**config.mk**
```make
export PLATFORM = sky130hd
export DESIGN_NAME = gen_shift_target
export DESIGN_NICKNAME = d
export VERILOG_FILES = /design/src/rtl/gen_shift_pkg.sv /design/src/rtl/gen_shift_sync.sv /design/src/rtl/gen_shift_target.sv
export SDC_FILE = /design/constraint.sdc
export NUM_CORES = 1
export LEC_CHECK = 0
export CAP_MARGIN = 20
export CORE_MARGIN = 8
export CORE_UTILIZATION = 55
export DETAILED_ROUTE_END_ITERATION = 12
export HOLD_SLACK_MARGIN = 0.15
export PLACE_DENSITY = 0.79
export SLEW_MARGIN = 5
export SYNTH_ARGS = -nofsm -noshare
export SYNTH_HDL_FRONTEND = slang
export SYNTH_SLANG_ARGS = --single-unit
```
**constraint.sdc**
```tcl
create_clock -name clk -period 3.5 [get_ports clk]
set_input_delay 0.875 -clock clk [delete_from_list [all_inputs] [get_ports clk]]
set_output_delay 0.875 -clock clk [all_outputs]
set_load 0.05 [all_outputs]
```
**src/rtl/gen_shift_pkg.sv**
```systemverilog
// -----------------------------------------------------------------------------
// gen_shift_pkg
// Shared types and constants for the gen_shift target (responder) block.
//   gst_state_t   : frame FSM states (IDLE, LOAD, SHIFT)
//   GS_BYTE_BITS  : bits per serial byte
//   GS_CNT_W      : width of the in-byte bit counter
//   GS_IDX_*      : bit positions of each pin in the synchroniser bus
// -----------------------------------------------------------------------------
package gen_shift_pkg;

    typedef enum logic [1:0] {
        IDLE  = 2'd0,
        LOAD  = 2'd1,
        SHIFT = 2'd2
    } gst_state_t;

    localparam int GS_BYTE_BITS = 8;
    localparam int GS_CNT_W     = $clog2(GS_BYTE_BITS);

    // Pin order on the 4-bit synchroniser bus.
    localparam int GS_IDX_SCLK = 0;
    localparam int GS_IDX_DIN  = 1;
    localparam int GS_IDX_AUX  = 2;
    localparam int GS_IDX_CS   = 3;
    localparam int GS_SYNC_W   = 4;

endpackage

```
**src/rtl/gen_shift_sync.sv**
```systemverilog
// -----------------------------------------------------------------------------
// gen_shift_sync
// Multi-flop synchroniser followed by one edge-detect flop, per bit of a bus.
//   clk, rst   : system clock, asynchronous active-high reset
//   async_i    : asynchronous pin levels
//   level_o    : synchronised level (output of the last sync stage)
//   rise_o     : one-clk pulse, level went 0 -> 1
//   fall_o     : one-clk pulse, level went 1 -> 0
// RESET_VAL sets the idle level each bit reports out of reset so that no
// spurious edge or select is seen when reset is released.
// -----------------------------------------------------------------------------
module gen_shift_sync #(
    parameter int               WIDTH     = 4,
    parameter int               STAGES    = 2,
    parameter logic [WIDTH-1:0] RESET_VAL = '0
) (
    input  logic             clk,
    input  logic             rst,
    input  logic [WIDTH-1:0] async_i,
    output logic [WIDTH-1:0] level_o,
    output logic [WIDTH-1:0] rise_o,
    output logic [WIDTH-1:0] fall_o
);

    (* ASYNC_REG = "TRUE" *) logic [STAGES-1:0][WIDTH-1:0] sync_q;
    logic [WIDTH-1:0] prev_q;

    always_ff @(posedge clk or posedge rst) begin
        if (rst) begin
            sync_q <= {STAGES{RESET_VAL}};
            prev_q <= RESET_VAL;
        end else begin
            // NOTE: non-blocking assignments so every stage samples the value
            // its predecessor held before this edge, giving a true shift chain.
            sync_q <= {sync_q[STAGES-2:0], async_i};
            prev_q <= sync_q[STAGES-1];
        end
    end

    assign level_o = sync_q[STAGES-1];
    assign rise_o  =  sync_q[STAGES-1] & ~prev_q;
    assign fall_o  = ~sync_q[STAGES-1] &  prev_q;

endmodule

```
**src/rtl/gen_shift_target.sv**
```systemverilog
// -----------------------------------------------------------------------------
// gen_shift_target
// Responder end of the gen_shift byte-serial link. Oversamples SCLK/DIN/AUX/
// CS_B, deserialises DIN and AUX LSB-first on SCLK rise, serialises DOUT
// LSB-first (next bit presented after SCLK fall).
//   clk, rst        : system clock, asynchronous active-high reset
//   sclk_i, din_i,
//   aux_i, cs_b_i   : asynchronous link pins from the master
//   dout_o, dout_t  : target data out and its tristate (1 = released)
//   rx_data_o/aux_o : received byte pair, bit0 = first bit shifted
//   rx_nbits_o      : bits received minus 1
//   rx_valid_o/ready_i : rx holding register stream
//   tx_data_i/valid_i/ready_o : tx holding register stream
//   overrun_o, underrun_o : sticky error flags, cleared by clear_i
// Master prescale must be >= 1 (each SCLK phase >= 2 clk cycles).
// -----------------------------------------------------------------------------
module gen_shift_target
    import gen_shift_pkg::*;
#(
    parameter int         SYNC_STAGES = 2,
    parameter logic [7:0] TX_IDLE     = 8'hFF,
    parameter logic       CS_ACTIVE   = 1'b0
) (
    input  logic       clk,
    input  logic       rst,
    input  logic       sclk_i,
    input  logic       din_i,
    input  logic       aux_i,
    input  logic       cs_b_i,
    output logic       dout_o,
    output logic       dout_t,
    output logic [7:0] rx_data_o,
    output logic [7:0] rx_aux_o,
    output logic [2:0] rx_nbits_o,
    output logic       rx_valid_o,
    input  logic       rx_ready_i,
    input  logic [7:0] tx_data_i,
    input  logic       tx_valid_i,
    output logic       tx_ready_o,
    output logic       overrun_o,
    output logic       underrun_o,
    input  logic       clear_i
);

    // ------------------------------------------------------------------ sync
    localparam logic [GS_SYNC_W-1:0] SYNC_RESET = {~CS_ACTIVE, 3'b000};

    logic [GS_SYNC_W-1:0] pins;
    logic [GS_SYNC_W-1:0] lvl;
    logic [GS_SYNC_W-1:0] rise;
    logic [GS_SYNC_W-1:0] fall;

    assign pins = {cs_b_i, aux_i, din_i, sclk_i};

    gen_shift_sync #(
        .WIDTH     (GS_SYNC_W),
        .STAGES    (SYNC_STAGES),
        .RESET_VAL (SYNC_RESET)
    ) u_sync (
        .clk     (clk),
        .rst     (rst),
        .async_i (pins),
        .level_o (lvl),
        .rise_o  (rise),
        .fall_o  (fall)
    );

    logic sclk_rise;
    logic sclk_fall;
    logic din_lvl;
    logic aux_lvl;
    logic selected;
    logic edge_unused;

    assign sclk_rise   = rise[GS_IDX_SCLK];
    assign sclk_fall   = fall[GS_IDX_SCLK];
    assign din_lvl     = lvl[GS_IDX_DIN];
    assign aux_lvl     = lvl[GS_IDX_AUX];
    assign selected    = (lvl[GS_IDX_CS] == CS_ACTIVE);
    // Only SCLK edges drive the FSM; the other edge pulses are not needed.
    assign edge_unused = ^{rise[GS_IDX_CS:GS_IDX_DIN], fall[GS_IDX_CS:GS_IDX_DIN], lvl[GS_IDX_SCLK]};

    // ------------------------------------------------------------- registers
    gst_state_t                  state_q,     state_d;
    logic [GS_CNT_W-1:0]         bit_cnt_q,   bit_cnt_d;
    logic [GS_CNT_W-1:0]         last_bit_q,  last_bit_d;   // index of last sampled bit
    logic                        rise_seen_q, rise_seen_d;  // uncommitted bits pending
    logic                        byte_done_q, byte_done_d;  // full byte committed, wait fall
    logic [GS_BYTE_BITS-1:0]     rx_sh_q,     rx_sh_d;
    logic [GS_BYTE_BITS-1:0]     aux_sh_q,    aux_sh_d;
    logic [GS_BYTE_BITS-1:0]     tx_sh_q,     tx_sh_d;
    logic                        dout_q,      dout_d;
    logic                        dout_t_q,    dout_t_d;
    logic [7:0]                  rx_data_q,   rx_data_d;
    logic [7:0]                  rx_aux_q,    rx_aux_d;
    logic [2:0]                  rx_nbits_q,  rx_nbits_d;
    logic                        rx_valid_q,  rx_valid_d;
    logic [7:0]                  tx_hold_q,   tx_hold_d;
    logic                        tx_ready_q,  tx_ready_d;
    logic                        overrun_q,   overrun_d;
    logic                        underrun_q,  underrun_d;

    // Per-clock events produced by the FSM and consumed by the stream logic.
    logic                        commit;
    logic [2:0]                  commit_nbits;
    logic                        consume;
    logic [GS_BYTE_BITS-1:0]     load_byte;
    logic                        pop;
    logic                        tx_load;
    logic                        overrun_set;
    logic                        underrun_set;

    assign pop     = rx_valid_q & rx_ready_i;
    assign tx_load = tx_valid_i & tx_ready_q;
    // An empty holding register means the byte shifted out is the idle pattern.
    assign load_byte = tx_ready_q ? TX_IDLE : tx_hold_q;

    // ------------------------------------------------------------------ FSM
    always_comb begin
        // NOTE: every variable gets a hold/default value before the case so no
        // path leaves it unassigned; that is what keeps this block latch-free.
        state_d      = state_q;
        bit_cnt_d    = bit_cnt_q;
        last_bit_d   = last_bit_q;
        rise_seen_d  = rise_seen_q;
        byte_done_d  = byte_done_q;
        rx_sh_d      = rx_sh_q;
        aux_sh_d     = aux_sh_q;
        tx_sh_d      = tx_sh_q;
        dout_d       = dout_q;
        dout_t_d     = dout_t_q;
        commit       = 1'b0;
        commit_nbits = '0;
        consume      = 1'b0;

        unique case (state_q)
            IDLE: begin
                dout_t_d = 1'b1;
                if (selected) state_d = LOAD;
            end

            LOAD: begin
                if (!selected) begin
                    state_d  = IDLE;
                    dout_t_d = 1'b1;
                end else begin
                    consume     = 1'b1;
                    tx_sh_d     = load_byte;
                    dout_d      = load_byte[0];
                    dout_t_d    = 1'b0;
                    bit_cnt_d   = '0;
                    rise_seen_d = 1'b0;
                    byte_done_d = 1'b0;
                    rx_sh_d     = '0;
                    aux_sh_d    = '0;
                    state_d     = SHIFT;
                end
            end

            SHIFT: begin
                // Deselect is checked first so it wins over a same-clock rise.
                if (!selected) begin
                    state_d  = IDLE;
                    dout_t_d = 1'b1;
                    if (rise_seen_q) begin
                        commit       = 1'b1;
                        commit_nbits = last_bit_q;
                    end
                end else if (sclk_rise && !byte_done_q) begin
                    rx_sh_d[bit_cnt_q]  = din_lvl;
                    aux_sh_d[bit_cnt_q] = aux_lvl;
                    last_bit_d          = bit_cnt_q;
                    if (bit_cnt_q == GS_CNT_W'(GS_BYTE_BITS - 1)) begin
                        commit       = 1'b1;
                        commit_nbits = 3'd7;
                        byte_done_d  = 1'b1;
                        rise_seen_d  = 1'b0;
                    end else begin
                        rise_seen_d = 1'b1;
                    end
                end else if (sclk_fall) begin
                    if (byte_done_q) begin
                        state_d = LOAD;
                    end else begin
                        bit_cnt_d = bit_cnt_q + 1'b1;
                        dout_d    = tx_sh_q[bit_cnt_d];
                    end
                end
            end

            default: begin
                state_d  = IDLE;
                dout_t_d = 1'b1;
            end
        endcase
    end

    // ---------------------------------------------------- rx / tx holding
    always_comb begin
        rx_data_d    = rx_data_q;
        rx_aux_d     = rx_aux_q;
        rx_nbits_d   = rx_nbits_q;
        rx_valid_d   = rx_valid_q;
        tx_hold_d    = tx_hold_q;
        tx_ready_d   = tx_ready_q;
        overrun_set  = 1'b0;
        underrun_set = 1'b0;

        // A commit in the same clock as a pop wins; that pop is not an overrun.
        if (commit) begin
            rx_data_d   = rx_sh_d;
            rx_aux_d    = aux_sh_d;
            rx_nbits_d  = commit_nbits;
            rx_valid_d  = 1'b1;
            overrun_set = rx_valid_q & ~pop;
        end else if (pop) begin
            rx_valid_d = 1'b0;
        end

        // A load can only happen while empty, so a same-clock consume has
        // already taken TX_IDLE and the new byte simply stays held.
        if (tx_load) begin
            tx_hold_d  = tx_data_i;
            tx_ready_d = 1'b0;
        end else if (consume && !tx_ready_q) begin
            tx_ready_d = 1'b1;
        end
        underrun_set = consume & tx_ready_q;

        overrun_d  = overrun_set  ? 1'b1 : (clear_i ? 1'b0 : overrun_q);
        underrun_d = underrun_set ? 1'b1 : (clear_i ? 1'b0 : underrun_q);
    end

    always_ff @(posedge clk or posedge rst) begin
        if (rst) begin
            state_q     <= IDLE;
            bit_cnt_q   <= '0;
            last_bit_q  <= '0;
            rise_seen_q <= 1'b0;
            byte_done_q <= 1'b0;
            rx_sh_q     <= '0;
            aux_sh_q    <= '0;
            tx_sh_q     <= '0;
            dout_q      <= 1'b0;
            dout_t_q    <= 1'b1;
            rx_data_q   <= '0;
            rx_aux_q    <= '0;
            rx_nbits_q  <= '0;
            rx_valid_q  <= 1'b0;
            tx_hold_q   <= '0;
            tx_ready_q  <= 1'b1;
            overrun_q   <= 1'b0;
            underrun_q  <= 1'b0;
        end else begin
            state_q     <= state_d;
            bit_cnt_q   <= bit_cnt_d;
            last_bit_q  <= last_bit_d;
            rise_seen_q <= rise_seen_d;
            byte_done_q <= byte_done_d;
            rx_sh_q     <= rx_sh_d;
            aux_sh_q    <= aux_sh_d;
            tx_sh_q     <= tx_sh_d;
            dout_q      <= dout_d;
            dout_t_q    <= dout_t_d;
            rx_data_q   <= rx_data_d;
            rx_aux_q    <= rx_aux_d;
            rx_nbits_q  <= rx_nbits_d;
            rx_valid_q  <= rx_valid_d;
            tx_hold_q   <= tx_hold_d;
            tx_ready_q  <= tx_ready_d;
            overrun_q   <= overrun_d;
            underrun_q  <= underrun_d;
        end
    end

    // --------------------------------------------------------------- outputs
    assign dout_o     = dout_q;
    assign dout_t     = dout_t_q;
    assign rx_data_o  = rx_data_q;
    assign rx_aux_o   = rx_aux_q;
    assign rx_nbits_o = rx_nbits_q;
    assign rx_valid_o = rx_valid_q;
    assign tx_ready_o = tx_ready_q;
    assign overrun_o  = overrun_q;
    assign underrun_o = underrun_q;

endmodule

```
Figure 1. Placement by cell class.
(3 px per um)
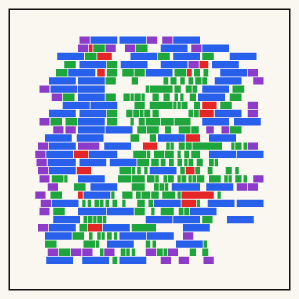
- purple: remaining buffers and delay cells (cells 44)
- red: clock drivers and dummy loads (cells 16)
- green: combinational and other logic (cells 183)
- blue: sequential cells (cells 76)
Cell Rows: 28
flop share of the area: 48.3%

Figure 2. Clock nets.
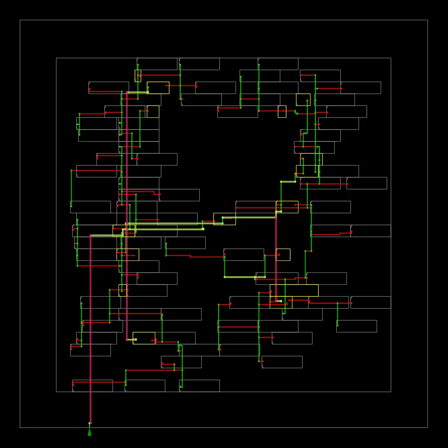
CTS sink cnt: 76
CTS Buf Count: 9
final worst clock skew: 0.0105 ns
seq_cells: 76

Figure 3. Clock network drawn from the DEF.
(4 px per um)
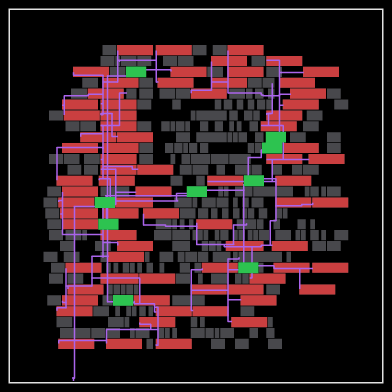
- red: flip-flops (count 76)
- purple: clock wires (length 857 um)
- green: clock drivers (count 9)
- routed clock nets: 10
Clock net power: 0.644 mW
worst-skew pair later-pin latency: 0.35 ns

Figure 4. M3 wires.
(4 px per um) Cells faint in the background.
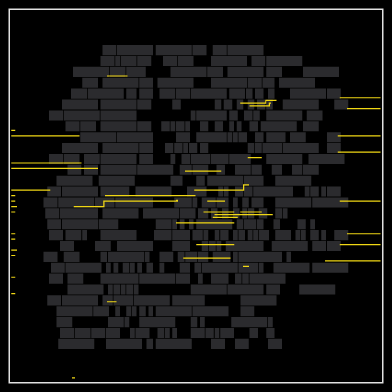
- main direction: horizontal
- nets with wire on the layer: 36
- share of all routed wire: 5.2%
- longest straight run: 22.3 um
- wire length on this layer: 325 um
final wirelength: 6.24 mm
M3 GR Usage: 3.77%
Vias: 2,216

Figure 5. I/O nets highlighted.
(4 px per um)
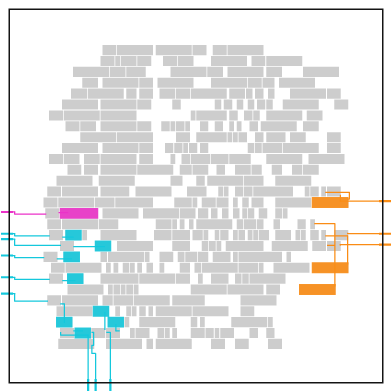
- cyan: tx_data_i (bits 8; direction input; end cells 8; buffers 8; wire 131 um)
- magenta: cs_b_i (bits 1; direction input; end cells 1; buffers 1; wire 11.3 um)
- orange: rx_nbits_o (bits 3; direction output; end cells 3; buffers 3; wire 73.0 um)
total I/O pin count: 42
port bufs: 41

==> impl_metrics.yaml <==
# generated from flow reports
floorplanning:
  dieHeight_um: 93.0
  dieArea_um2: 8650
  initial_utilization_pct: 56.1
  fp.dieW_um: 93.0
  coreArea_um2: 5820
logic_synthesis:
  top_area_share_pct: 55.3
  synth_nets: 295
  logic_family: "simple AND/OR/NAND/NOR gates"
  ys_sh_simple_pct: 13.2
  synth_xor_xnor_area_share_pct: 0
  ys_area_um2: 3260
  syn_area_um2: 3260
  ys_ff: 76
  synth.area.top_cells: "dfrtp_1 (55%), mux2_2 (9.3%), o21ai_0 (3.7%), dfstp_2 (3.2%), nand2_1 (2.6%)"
  synthCells: 272
  yosysMostFrequentCell: "dfrtp_1"
  flop_cell: "dfrtp_1"
  top_cells_by_count: "dfrtp_1 (72), mux2_2 (27), o21ai_0 (24)"
  yosys_cells: 272
  ys_async_sr_fraction_pct: 100
  postSynthSeqShare_pct: 58.5
  mux_share_pct: 10.9
  ys_sh_adder_pct: 2.30
  yosysWarnings: 0
  compound_area_share_pct: 11.9
  edf_count: 0
  top_area_cell: "dfrtp_1"
  avgSynthCellArea_um2: 12.0
  synth_cell_types: 39
cts:
  path_clk_slew_ns: 0.08
  postCtsHoldBufs: 0
  cts_root_buf: "clkbuf_8"
  cts_resized: 0
  cts_tree: "done"
  cts_buffer_depth: 2
  post_cts_buffers: 0
  cts.htree.levels: 3
final_timing:
  relSlewSlack_pct: 50.3
  setup_violations: 0
  min_period_ns: 2.69
  finalCritPeriodShare_pct: 76.9
  max_freq_mhz: 372
  worst_slew_pin_slew_ns: 0.746
  drv_slew: 0
  rsz0062_at_grt: "no"
  tns_ns: 0
  hold_viol_final: 0
  hold_slack_ns: 0.352
  worst_slack_ns: 0.809
route:
  met1Wirelength_mm: 2.93
  ant_nets: 0
  met3WireLength_um: 324
  top_layer: "met4"
  route.met2.wl_mm: 2.86
  drc: 0
  wl_per_cell_um: 15.8
  drtPass1Iterations: 4
  drt-initial-drc-count: 134
worst_setup_path:
  path_depth: 1
  crit_slowest_cell: "clkdlybuf4s50_1"
  critPathMaxStageDelay_ns: 0.84
  critPathRequiredTime_ns: 2.62
  r2r_cells: 6
  critPathCaptureType: "output port"
  critPathLaunch: "tx_ready_o"
  path_cells: "clkdlybuf4s50_1"
  cp_top_family: "buffers and inverters"
  cp_max_fo: 11
  cp.arrival_ns: 1.82
  critPathLaunchType: "flop"
  endpoint: "tx_ready_o"
  critPathKind: "reg2out"
  ff2ff_setup_slack_ns: 1.06
  r2r_start: "state_q[0]"
  worst-path-buf-inv: 1
placed_design:
  place_inst: 378
  dp_hpwl_mm: 4.42
  dp_worst_setup_slack_ns: 1.11
  post_dp_cell_area_um2: 3750
  gp_congestion: 0.886
final_layout:
  final_nets: 337
  layout_top_cell: "dfrtp_1"
  fin_area_um2: 3950
  num_antenna_cells: 0
  drive_above_1_share_pct: 18.5
  final_cell_mix: "dfrtp_1 (72), clkdlybuf4s50_1 (41), mux2_2 (27)"
  nFillCells: 431
  final_util_pct: 67.8
  final_cells: 394
  areaGrowthSynthToFinish_pct: 21.0
grt:
  grt_pass1_vias: 2212
  grt_max_degree: 48
  grt-busiest-layer: "met2"
  grt_use_total_pct: 15.4
  use_met1_pct: 20.8
  gr-total-overflow: 0
  antenna_found_initial: 0
  grt_pass1_wl_mm: 10.7
  grt_util_met2_pct: 22.7
pwr:
  p_leak_nw: 1.72
  p_per_area_nw_per_um2: 668
  max-vdd-ir-drop_uv: 450
  power.total_mw: 2.63
job:
  warning_count: 29
  maxCapViolations: 0
outcome:
  outcome: "completed"
worst_hold_path:
  whs_endpoint: "u_sync.level_o[2]"
  min_from: "u_sync.sync_q[2]"
  hold_path_class: "reg2reg"
  holdPathStages: 0
-- state kept, by name (all words and copies together) (netlist names), 2 cells and up --
signal and cells:
aux_sh_q 8, bit_cnt_q 3, last_bit_q 3, rx_aux_o 8
rx_data_o 8, rx_nbits_o 3, rx_sh_q 8, state_q 2
tx_hold_q 8, tx_sh_q 8, u_sync.level_o 4, u_sync.sync_q 4
-- final cells by class --
class	instances	area (um2)	area share (%)
clock buffer	10	128	3.24
clock inverter	6	65.1	1.65
inverter	12	45.0	1.14
multi-input combinational	171	1260	32.0
sequential	76	1910	48.3
tap	75	93.8	2.38
timing repair buffer	44	445	11.3
-- where the power goes --
part / switching, mW / internal [mW] / total, mW
logic: 0.507 / 0.309 / 0.816
registers: 0.123 / 1.05 / 1.17
clock network: 0.315 / 0.329 / 0.644
total: 0.945 / 1.69 / 2.63
Power figures rest on the tool's default switching activity, not on a simulated workload.
